--- src/rtl/alu_rr_scheduler.sv ---
// ---------------------------------------------------------------------------
// alu_rr_scheduler
//   Shares a single alu among NUM_REQ client blocks. Requests are arbitrated
//   round-robin, the winning operands are driven onto the alu, the result is
//   captured after ALU_LAT clock edges and handed back to the winning client
//   through a per-requester response handshake. Only one op is in flight.
//
// Ports
//   clock      rising-edge clock
//   reset      asynchronous active-low reset (0 = reset)
//   req_valid  per-requester op valid
//   req_ready  one-hot accept (IDLE only); op taken on valid & ready
//   req_a      operand A, 8-bit slice per requester
//   req_b      operand B, 8-bit slice per requester
//   req_sel    alu select, 4-bit slice per requester
//   rsp_valid  one-hot response valid for the granted requester
//   rsp_ready  per-requester response accept
//   rsp_out    captured result, qualified by rsp_valid
//   rsp_carry  captured carry, qualified by rsp_valid
//   alu_a      to alu operand A
//   alu_b      to alu operand B
//   alu_sel    to alu select
//   alu_out    from alu result
//   alu_carry  from alu carry
//   busy       high whenever an op is in flight (state != IDLE)
// ---------------------------------------------------------------------------
module alu_rr_scheduler #(
  parameter int NUM_REQ = 4,
  parameter int ALU_LAT = 1
) (
  input  logic                   clock,
  input  logic                   reset,
  input  logic [NUM_REQ-1:0]     req_valid,
  output logic [NUM_REQ-1:0]     req_ready,
  input  logic [8*NUM_REQ-1:0]   req_a,
  input  logic [8*NUM_REQ-1:0]   req_b,
  input  logic [4*NUM_REQ-1:0]   req_sel,
  output logic [NUM_REQ-1:0]     rsp_valid,
  input  logic [NUM_REQ-1:0]     rsp_ready,
  output logic [7:0]             rsp_out,
  output logic                   rsp_carry,
  output logic [7:0]             alu_a,
  output logic [7:0]             alu_b,
  output logic [3:0]             alu_sel,
  input  logic [7:0]             alu_out,
  input  logic                   alu_carry,
  output logic                   busy
);

  localparam int IDX_W = (NUM_REQ < 2) ? 1 : $clog2(NUM_REQ);
  // A zero-latency alu still needs a 1-bit counter to keep the logic uniform.
  localparam int CNT_W = (ALU_LAT < 1) ? 1 : $clog2(ALU_LAT + 1);

  typedef enum logic [1:0] {
    IDLE = 2'd0,
    WAIT = 2'd1,
    RESP = 2'd2
  } state_t;

  state_t             state;
  state_t             state_next;
  logic [IDX_W-1:0]   last_grant;
  logic [IDX_W-1:0]   grant;
  logic [CNT_W-1:0]   cnt;
  logic [IDX_W-1:0]   winner;
  logic               found;
  logic [7:0]         win_a;
  logic [7:0]         win_b;
  logic [3:0]         win_sel;
  logic [NUM_REQ-1:0] winner_onehot;
  logic [NUM_REQ-1:0] grant_onehot;
  logic               rsp_fire;

  // Round-robin search starting just after the last served requester, so the
  // requester that was just served is considered last.
  always_comb begin
    int idx;
    winner = '0;
    found  = 1'b0;
    idx    = 0;
    for (int k = 1; k <= NUM_REQ; k++) begin
      idx = (int'(last_grant) + k) % NUM_REQ;
      if (!found && req_valid[IDX_W'(idx)]) begin
        found  = 1'b1;
        winner = IDX_W'(idx);
      end
    end
  end

  // Operand slices of the current winner.
  always_comb begin
    win_a   = 8'(req_a >> (8 * winner));
    win_b   = 8'(req_b >> (8 * winner));
    win_sel = 4'(req_sel >> (4 * winner));
  end

  // One-hot forms of the arbitration winner and of the in-flight grant.
  always_comb begin
    winner_onehot = {{(NUM_REQ-1){1'b0}}, 1'b1} << winner;
    grant_onehot  = {{(NUM_REQ-1){1'b0}}, 1'b1} << grant;
  end

  // State register.
  always_ff @(posedge clock or negedge reset) begin
    if (!reset) begin
      state <= IDLE;
    end else begin
      state <= state_next;
    end
  end

  // Next-state and handshake outputs. Responses from non-granted requesters
  // are masked out so their rsp_ready has no effect.
  always_comb begin
    state_next = state;
    req_ready  = '0;
    rsp_valid  = '0;
    rsp_fire   = 1'b0;
    busy       = (state != IDLE);
    case (state)
      IDLE: begin
        if (found) begin
          req_ready  = winner_onehot;
          state_next = WAIT;
        end
      end
      WAIT: begin
        if (cnt == '0) begin
          state_next = RESP;
        end
      end
      RESP: begin
        rsp_valid = grant_onehot;
        rsp_fire  = |(rsp_ready & grant_onehot);
        if (rsp_fire) begin
          state_next = IDLE;
        end
      end
      default: begin
        state_next = IDLE;
      end
    endcase
  end

  // Datapath: alu operand registers, latency counter, result capture and the
  // round-robin pointer. alu_* only change on an accept, so they hold while
  // waiting and while idle.
  always_ff @(posedge clock or negedge reset) begin
    if (!reset) begin
      alu_a      <= '0;
      alu_b      <= '0;
      alu_sel    <= '0;
      rsp_out    <= '0;
      rsp_carry  <= 1'b0;
      cnt        <= '0;
      grant      <= '0;
      last_grant <= IDX_W'(NUM_REQ - 1);
    end else begin
      case (state)
        IDLE: begin
          if (found) begin
            alu_a   <= win_a;
            alu_b   <= win_b;
            alu_sel <= win_sel;
            grant   <= winner;
            cnt     <= CNT_W'(ALU_LAT);
          end
        end
        WAIT: begin
          if (cnt != '0) begin
            cnt <= cnt - CNT_W'(1);
          end else begin
            rsp_out   <= alu_out;
            rsp_carry <= alu_carry;
          end
        end
        RESP: begin
          if (rsp_fire) begin
            last_grant <= grant;
          end
        end
        default: begin
        end
      endcase
    end
  end

endmodule

--- config.mk ---
export PLATFORM = sky130hd
export DESIGN_NAME = alu_rr_scheduler
export DESIGN_NICKNAME = d
export VERILOG_FILES = /design/src/rtl/alu_rr_scheduler.sv
export SDC_FILE = /design/constraint.sdc
export NUM_CORES = 1
export LEC_CHECK = 0
export CAP_MARGIN = 20
export CORE_MARGIN = 2
export CORE_UTILIZATION = 39
export DETAILED_ROUTE_END_ITERATION = 12
export GPL_ROUTABILITY_DRIVEN = 0
export PLACE_DENSITY = 0.91
export REMOVE_ABC_BUFFERS = 1
export SLEW_MARGIN = 5
export SYNTH_ARGS = -nofsm -noshare
export SYNTH_HDL_FRONTEND = slang
export SYNTH_SLANG_ARGS = --single-unit
export TNS_END_PERCENT = 50
--- constraint.sdc ---
create_clock -name clock -period 4.25 [get_ports clock]
set_clock_uncertainty 0.05 [all_clocks]
set_input_delay 0.85 -clock clock [delete_from_list [all_inputs] [get_ports clock]]
set_output_delay 0.85 -clock clock [all_outputs]
set_load 0.05 [all_outputs]
==> results.json, run 1 <==
{
  "signal_buffers": 140,
  "pg_seq_w": 0.000640,
  "ys_seq_share_pct": 44.1,
  "top_cells_by_area": "dfrtp_1 42%, mux2i_1 20%, o221ai_1 8.5%, nand2_1 4.8%, mux2_1 3.3%",
  "top_area_share_pct": 41.5,
  "clkCellAreaFrac_pct": 2.55,
  "grt-busiest-layer": "met2",
  "layout_worst_path_cycle_share_pct": 84.1,
  "vdd_drop_max_mv": 0.365,
  "power.internal_w": 0.00132,
  "hp-class": "register to register",
  "htreeDepth": 2,
  "final_cells": 389,
  "core_area_um2": 5070,
  "wl_per_cell_um": 15.8,
  "edf_count": 0,
  "crit_start": "req_valid[2]",
  "outcome": "finished clean",
  "clkSinkCount": 36,
  "yosys.area_share.aoi_pct": 11.7,
  "grt_pass1_vias": 2090,
  "wl_met1_mm": 2.27,
  "simple_gate_share_pct": 11.4,
  "top_area_cell": "dfrtp_1",
  "path_delay_family": "buffers and inverters",
  "nFillCells": 434,
  "gr-usage-met3_pct": 6.64,
  "start_kind": "input port",
  "synth_cell_types": 28,
  "grt_overflow": 0
}
==> run 1: placed cells by master, fill, tap and decap left out, drive strengths merged <==
master / netlist / final
dfrtp: 34 / 34
mux2i: 40 / 40
o22ai: 2 / 2
mux2: 11 / 11
o221ai: 20 / 20
a21oi: 3 / 3
o21a: 2 / 2
a211oi: 1 / 1
or2: 2 / 2
clkbuf: 3 / 8
nor2b: 1 / 1
dfstp: 2 / 2
o21ai: 2 / 2
and3: 1 / 1
nor3b: 1 / 1
nand2b: 6 / 6
mux4: 1 / 1
inv: 2 / 2
nand2: 26 / 26
nor2: 11 / 11
nor3: 2 / 2
clkdlybuf4s50: 0 / 131
buf: 9 / 9
nor4: 1 / 1
### Metal 1, run 1

Supply wires on this layer in gray.
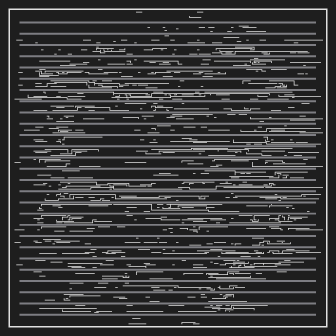
nets with wire on the layer = 356
longest straight run = 28.5 um
main direction = horizontal
wire length on this layer = 2,270 um

### Signal wires on met2, run 1

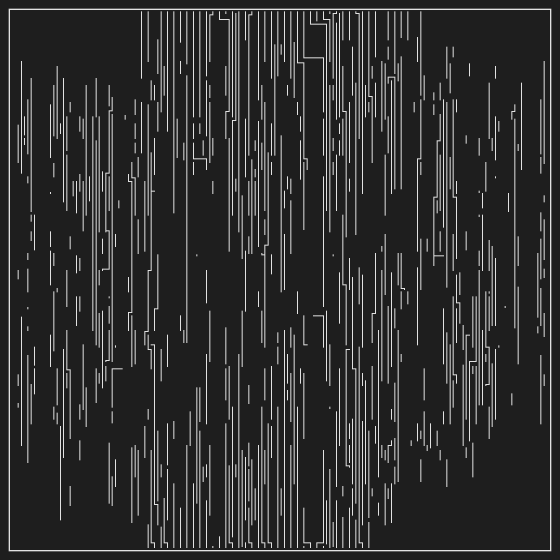
main direction = vertical
share of all routed wire = 57%
longest straight run = 37.7 um
nets with wire on the layer = 372
grt met2 use: 41.5%
via count: 1,976
Routed WL: 6.15 mm

### Metal 3, run 1

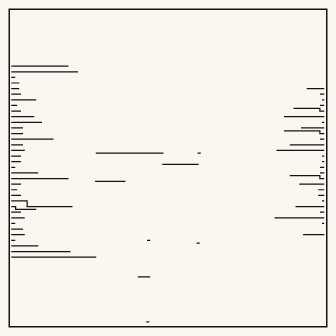
nets with wire on the layer = 64
longest straight run = 20.2 um
wire length on this layer = 319 um
main direction = horizontal
share of all routed wire = 5.2%

### Clock routing, run 1

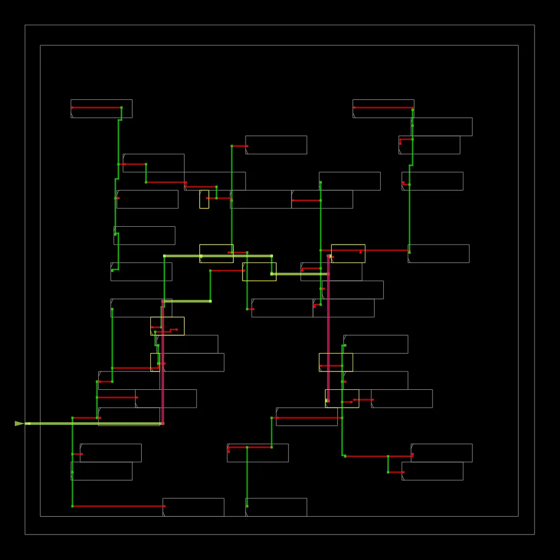

==> run 2: changes to the inputs <==
Settings changed: CORE_UTILIZATION 39 to 32, PLACE_DENSITY 0.91 to 0.8.
Clock period 4.25 ns to 2.95 ns, I/O delays scaled along.
### Clock routing, run 2

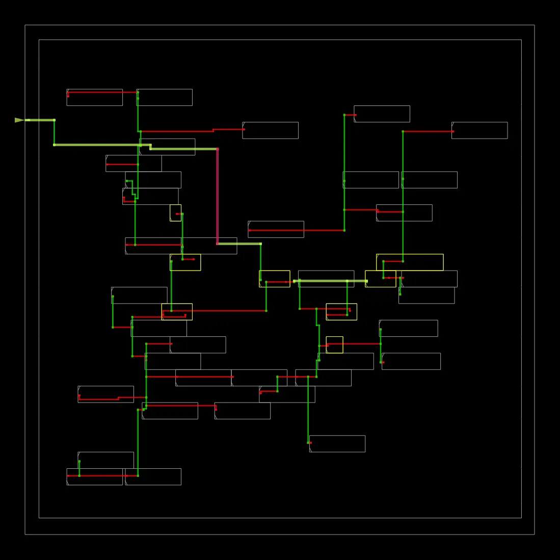
clock-net power: 0.000428 W
Clock buffer cells: 5
Latency at later pin: 0.27 ns
total clock buffers created by CTS: 5

==> run 2 against run 1 <==
- cell count up 2.8%
- register-to-register slack worse by 1.0 ns
- combinational power increased by 47%
- sequential power grew 44%
- cell area grew 1.7%
- largest power group unchanged
==> results.json, run 2 <==
{
  "top_area_share_pct": 41.5,
  "synth_cell_types": 28,
  "grt-busiest-layer": "met2",
  "wirelength_mm": 6.16,
  "top_area_cell": "dfrtp_1",
  "path_delay_family": "buffers and inverters",
  "gr-usage-met3_pct": 5.04,
  "placementRows": 29,
  "grt_util_met2_pct": 32.7,
  "grt_overflow": 0,
  "ys_seq_share_pct": 44.1,
  "nets": 421,
  "lay_top_cells": "131 x clkdlybuf4s50_1, 40 x mux2i_1, 34 x dfrtp_1",
  "vdd_drop_max_mv": 0.627,
  "layout_worst_path_cycle_share_pct": 94.8,
  "detail-route-antenna-nets": 0,
  "outcome": "finished clean",
  "start_kind": "input port",
  "htreeDepth": 2,
  "power.internal_w": 0.00200,
  "pg_seq_w": 0.000919,
  "edf_count": 0,
  "core_area_um2": 6280,
  "grt_pass1_vias": 2100,
  "dr_wl_met2_mm": 3.27,
  "vias": 1970,
  "wl_per_cell_um": 15.4
}
run 2: cell counts after synthesis:
Identical to the previous run, type by type.
run 2: cell families (layout without fill, tap and decap cells):
logic type,Yosys count,in the layout,synth area share [%]
compound gates,30,30,11.7
mux,52,52,26.7
buf+inv,14,154,6.11
simple gates,51,51,11.4
flops,36,36,44.1
run 2: cell type report:
class                           instances  area share [%]
Clock buffer                            5            1.92
Clock inverter                          3            1.18
Inverter                                2           0.209
Multi-Input combinational cell        133            28.6
Sequential cell                        36            25.2
Tap cell                               77            2.68
Timing Repair Buffer                  144            40.2
run 2: through the flow:
stage	instances	util, %	hold WS [ns]
2_1_floorplan	171	-	0.244
3_3_place_gp	392	55.4	0.419
3_5_place_dp	392	55.4	0.425
4_1_cts	400	57.2	0.366
5_1_grt	400	57.2	0.405
6_report	400	57.2	0.337
### Signal metal coverage by tile, run 2

Bar = 20 um. The die is cut into 17 by 17 equal tiles; dark purple is low, yellow is high, scaled to the fullest tile. Values are wire area over tile area, all layers added.
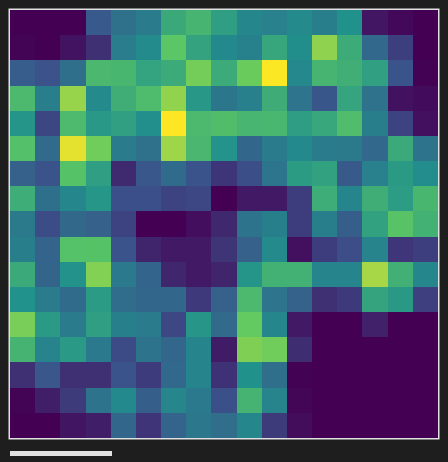

==> run 3: changes to the inputs <==
--- a/constraint.sdc
+++ b/constraint.sdc
@@ -3,3 +3,3 @@
 set_input_delay 0.59 -clock clock [delete_from_list [all_inputs] [get_ports clock]]
 set_output_delay 0.59 -clock clock [all_outputs]
-set_load 0.05 [all_outputs]
+set_load 0.01 [all_outputs]
### Signal metal coverage by tile, run 3

Bar = 20 um. The die is cut into 17 by 17 equal tiles; dark purple is low, yellow is high, scaled to the fullest tile. Values are wire area over tile area, all layers added.
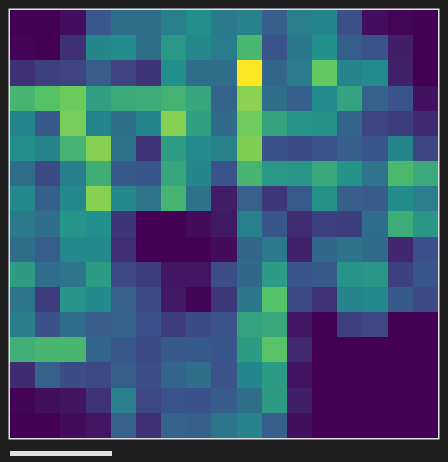
emptiest ninth of the die = lower right
tiles over half the peak = 19%
fullest tile = 0.44
densest ninth of the die = top center
mean over tiles = 0.14

==> run 3 against run 2 <==
- non-clock buffer count is 3 higher
- via count is 0.91% higher
- fmax is 1.2% higher
- first-iteration DRC count is 50% higher
- largest cell class unchanged
==> results.json, run 3 <==
{
  "wirelength_mm": 6.15,
  "clock_latency_ns": 0.28,
  "final_cells": 403,
  "nets": 424,
  "wl_per_cell_um": 15.3,
  "clkSinkCount": 36,
  "adder_share_pct": 0,
  "path_delay_family": "buffers and inverters",
  "lay_top_cells": "129 x clkdlybuf4s50_1, 40 x mux2i_1, 34 x dfrtp_1",
  "grt_overflow": 0,
  "xor_share_pct": 0,
  "vdd_drop_max_mv": 0.377,
  "ys_seq_share_pct": 44.1,
  "edf_count": 0,
  "mux_share_pct": 26.7,
  "outcome": "finished clean",
  "hp-class": "input port to async pin",
  "placementRows": 29,
  "nFillCells": 553,
  "layout_worst_path_cycle_share_pct": 93.7,
  "ys_top_logic_family": "multiplexers",
  "start_kind": "input port",
  "yosys.area_share.aoi_pct": 11.7,
  "top_cells_by_area": "dfrtp_1 42%, mux2i_1 20%, o221ai_1 8.5%, nand2_1 4.8%, mux2_1 3.3%",
  "lay_top_count": "clkdlybuf4s50_1"
}
run 3: cell counts after synthesis:
No cell type changed its count.
run 3: final cells by class:
| cell class | instances | area, um^2 | area share, % |
|---|---|---|---|
| tap | 77 | 96.3 | 2.69 |
| timing repair buffer | 147 | 1440 | 40.2 |
| inverter | 2 | 7.51 | 0.209 |
| sequential | 36 | 903 | 25.2 |
| clock buffer | 5 | 68.8 | 1.92 |
| clock inverter | 3 | 18.8 | 0.524 |
| multi-input combinational | 133 | 1050 | 29.3 |
run 3: report_power, final:
| part | total [W] | switching (W) | internal (W) |
|---|---|---|---|
| Clock | 0.000343 | 0.000178 | 0.000165 |
| Sequential | 0.000924 | 0.000168 | 0.000756 |
| Combinational | 0.00173 | 0.000775 | 0.000958 |
| Total | 0.00300 | 0.00112 | 0.00188 |
Power is estimated from default activity; no workload was simulated.
